Design countdown_timer, sky130hd; sources not shown.
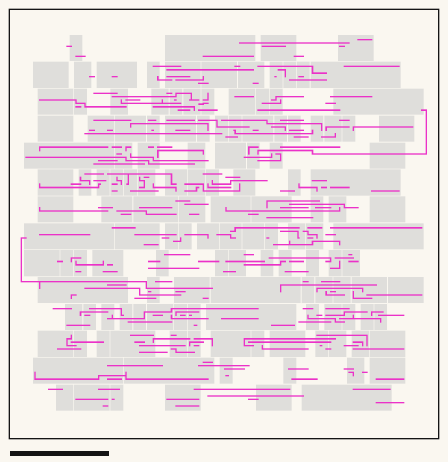
Run 1: M1 wires
The bar under the picture is 10 microns long. Cells faint in the background.
- main direction: horizontal
- share of all routed wire: 44%
- wire length on this layer: 800 microns
- nets with wire on the layer: 134
routed vias: 829
met1 usage: 27.54%
final wirelength: 1805 microns

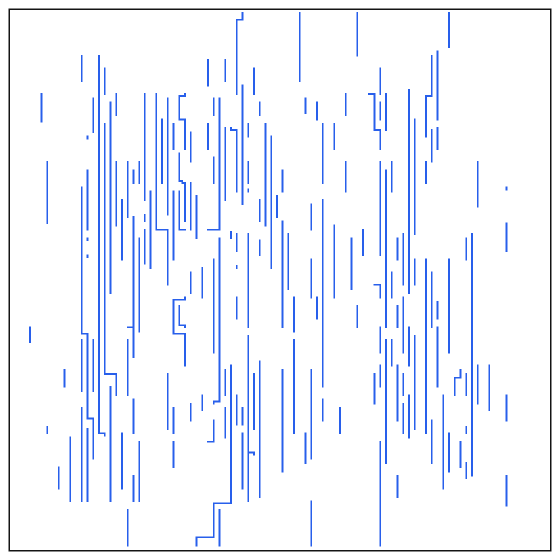
Run 1: met2 routing
- main direction: vertical
- longest straight run: 30.3 microns
- nets with wire on the layer: 134
- wire length on this layer: 837 microns
GRT met2 Usage: 36.72%

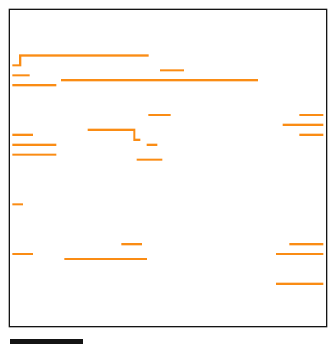
Run 1: met3 routing
The bar under the picture is 10 microns long.
- nets with wire on the layer: 18
- wire length on this layer: 132 microns
- share of all routed wire: 7.3%
- longest straight run: 26.7 microns
- main direction: horizontal
met3 Usage GRT: 3.830%

==> flow_summary_export.csv, run 1 <==
group,metric,value,unit
placement,dp_hpwl,1402,microns
setup_path,r2r_setup_slack,2.24,ns
setup_path,required,3.04,ns
yosys,topCombFamilyByArea,"simple AND/OR/NAND/NOR gates",
yosys,synthAoiAreaFrac,3.818,%
placement,dpl_worst_slack,1.488,ns
yosys,ys_ff,13,
yosys,yosys.area.top_type,"dfrtp_1",
pwr,maxPowerGroup,"registers",
routing,first_iter_violations,20,
finish,final_cell_count_no_fill,157,
pwr,p_comb,126,uW
yosys,yosys-top-cells-count,"nand2_1 (31), inv_1 (19), nand3_1 (17)",
pwr,power_frac_clock,25.0,%
finish,fin_nets,159,
setup_path,crit_family,"buffers and inverters",
clocking,clock_sinks,13,
die,die-area,1873,sq um
routing,met1Wirelength,800,microns
yosys,synthFlopType,"dfrtp_1",
worst_hold_path,hold_path.class,"register to register",
finish,lay_top_cells,"nand2_1 (31), clkdlybuf4s50_1 (22), inv_1 (19)",
run_status,outcome,"completed",
setup_path,crit_fanout,5,
-- run 1: worst register-to-register path: stages (launching register included) --
cell and delay, ns:
dfrtp_1 0.42, inv_1 0.15, ha_1 0.25, inv_1 0.05, nand2_1 0.07, nand2_2 0.05, nor2_2 0.11, nand3_1 0.10
nand2_1 0.07, nand2_1 0.04, nand2_1 0.08, nand2_1 0.06
-- run 1: final cells by class --
class                           instances  area [sq um]  area share, %
Multi-Input combinational cell         81         444.2          39.71
Clock buffer                            4         30.03          2.685
Tap cell                               16         20.02          1.790
Inverter                               21         78.83          7.047
Sequential cell                        13         325.3          29.08
Timing Repair Buffer                   22         220.2          19.69
Run 1, drive-strength map:
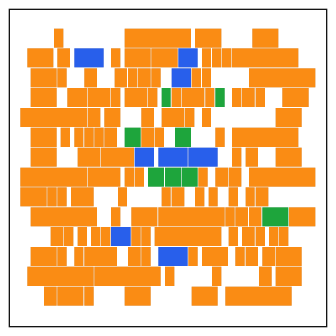

## Run 2: what changed since run 1
--- a/config.mk
+++ b/config.mk
@@ -6,7 +6,7 @@
 export NUM_CORES = 1
 export LEC_CHECK = 0
 export ABC_AREA = 1
-export CORE_UTILIZATION = 50
+export CORE_UTILIZATION = 49
 export CTS_BUF_LIST = sky130_fd_sc_hd__clkbuf_4 sky130_fd_sc_hd__clkbuf_8
 export CTS_CLUSTER_SIZE = 30
 export DETAILED_ROUTE_END_ITERATION = 10
==> constraint.sdc (replaced) <==
create_clock -name sys_clk -period 2 [get_ports sys_clk]
set_input_delay 0.4 -clock sys_clk [delete_from_list [all_inputs] [get_ports sys_clk]]
set_output_delay 0.4 -clock sys_clk [all_outputs]
set_load 0.02 [all_outputs]
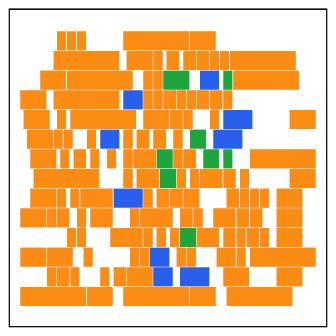
Run 2: drive-strength map
- blue: drive 3 to 4 (cells 9; share 6.3%)
- green: drive 2 (cells 8; share 5.6%)
- orange: drive 1 or less (cells 125; share 88%)
Non-clock buffers: 23
area delta synth->final: 32.16%
Final WS setup: 0.1921 ns
fin area: 1126 sq um

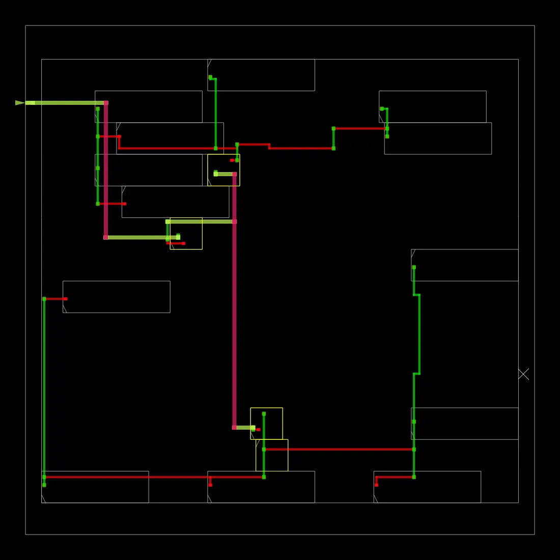
Run 2: the clock network
CTS Buf Count: 3
flop count: 13
worst clock skew: 0.006914 ns
reported clock group power: 183 uW

==> run 2 against run 1 <==
The flow now finishes with violations (design-rule violations). Via count decreased by 3.0%. Non-clock buffer count is 1 higher. Critical path depth stayed put. Count of clock-buffer cells in the layout is the same. Clock power rose by 87%. Critical path type unchanged. Critical endpoint unchanged. Largest cell class unchanged. Largest power group unchanged.
==> flow_summary_export.csv, run 2 <==
group,metric,value,unit
run_status,outcome,"finished, violations left",
run_status,violations,"design-rule violations",
pwr,peakVddDrop,0.4327,mV
yosys,ys_ff,13,
setup_path,criticalPathCategory,"register to primary output",
finish,fin_nets,160,
yosys,yosys.area.top_type,"dfrtp_1",
routing,dr.max_layer_used,"met4",
global_routing,grt_pass1_vias,724,
routing,wirelength,1778,microns
yosys,synth.distinct_cells,20,
routing,met1Wirelength,828,microns
setup_path,crit_family,"buffers and inverters",
finish,drive_gt1_share,11.97,%
yosys,synthFlopType,"dfrtp_1",
routing,drtPass1Iterations,9,
placement,io_buffers,22,
global_routing,grt_pass1_wl,3063,microns
run,openroad.warnings,29,
finish,lay_top_cells,"nand2_1 (31), clkdlybuf4s50_1 (22), inv_1 (19)",
finish,final_util,72.23,%
yosys,yosys-top-cells-count,"nand2_1 (31), inv_1 (19), nand3_1 (17)",
setup_path,crit_fanout,5,
yosys,adder_share,4.405,%
worst_hold_path,hold_path.class,"input pin to asynchronous set/reset pin",
clocking,clock_sinks,13,
placement,dpl_worst_slack,0.3565,ns
routing,drc,1,
routing,routed-via-count,804,
pwr,power_frac_clock,24.7,%
setup_path,r2r_setup_slack,0.44,ns
placement,dp_hpwl,1389,microns
yosys,synthAoiAreaFrac,3.818,%
routing,first_iter_violations,17,
setup_path,required,1.60,ns
finish,final_cell_count_no_fill,158,
-- run 2: routing by layer --
layer	GRT usage (%)	up-vias
met5	0	-
li1	-	408
met2	35.22	20
met3	2.917	5
met4	9.375	0
met1	29.29	371
-- run 2: power groups by stage --
stage | clock, uW | combinational [uW] | sequential (uW)
after floorplan | 0 | 118 | 346
after global placement | 0 | 236 | 321
after detailed placement | 0 | 241 | 323
after CTS | 184 | 242 | 318
after global routing | 196 | 264 | 322
final | 183 | 240 | 319
-- run 2: layout make-up --
cell class	instances	area (sq um)
Clock buffer	4	30.03
Fill cell	120	432.9
Inverter	21	78.83
Multi-Input combinational cell	81	444.2
Sequential cell	13	325.3
Tap cell	16	20.02
Timing Repair Buffer	23	227.7
Power figures rest on the tool's default switching activity, not on a simulated workload.
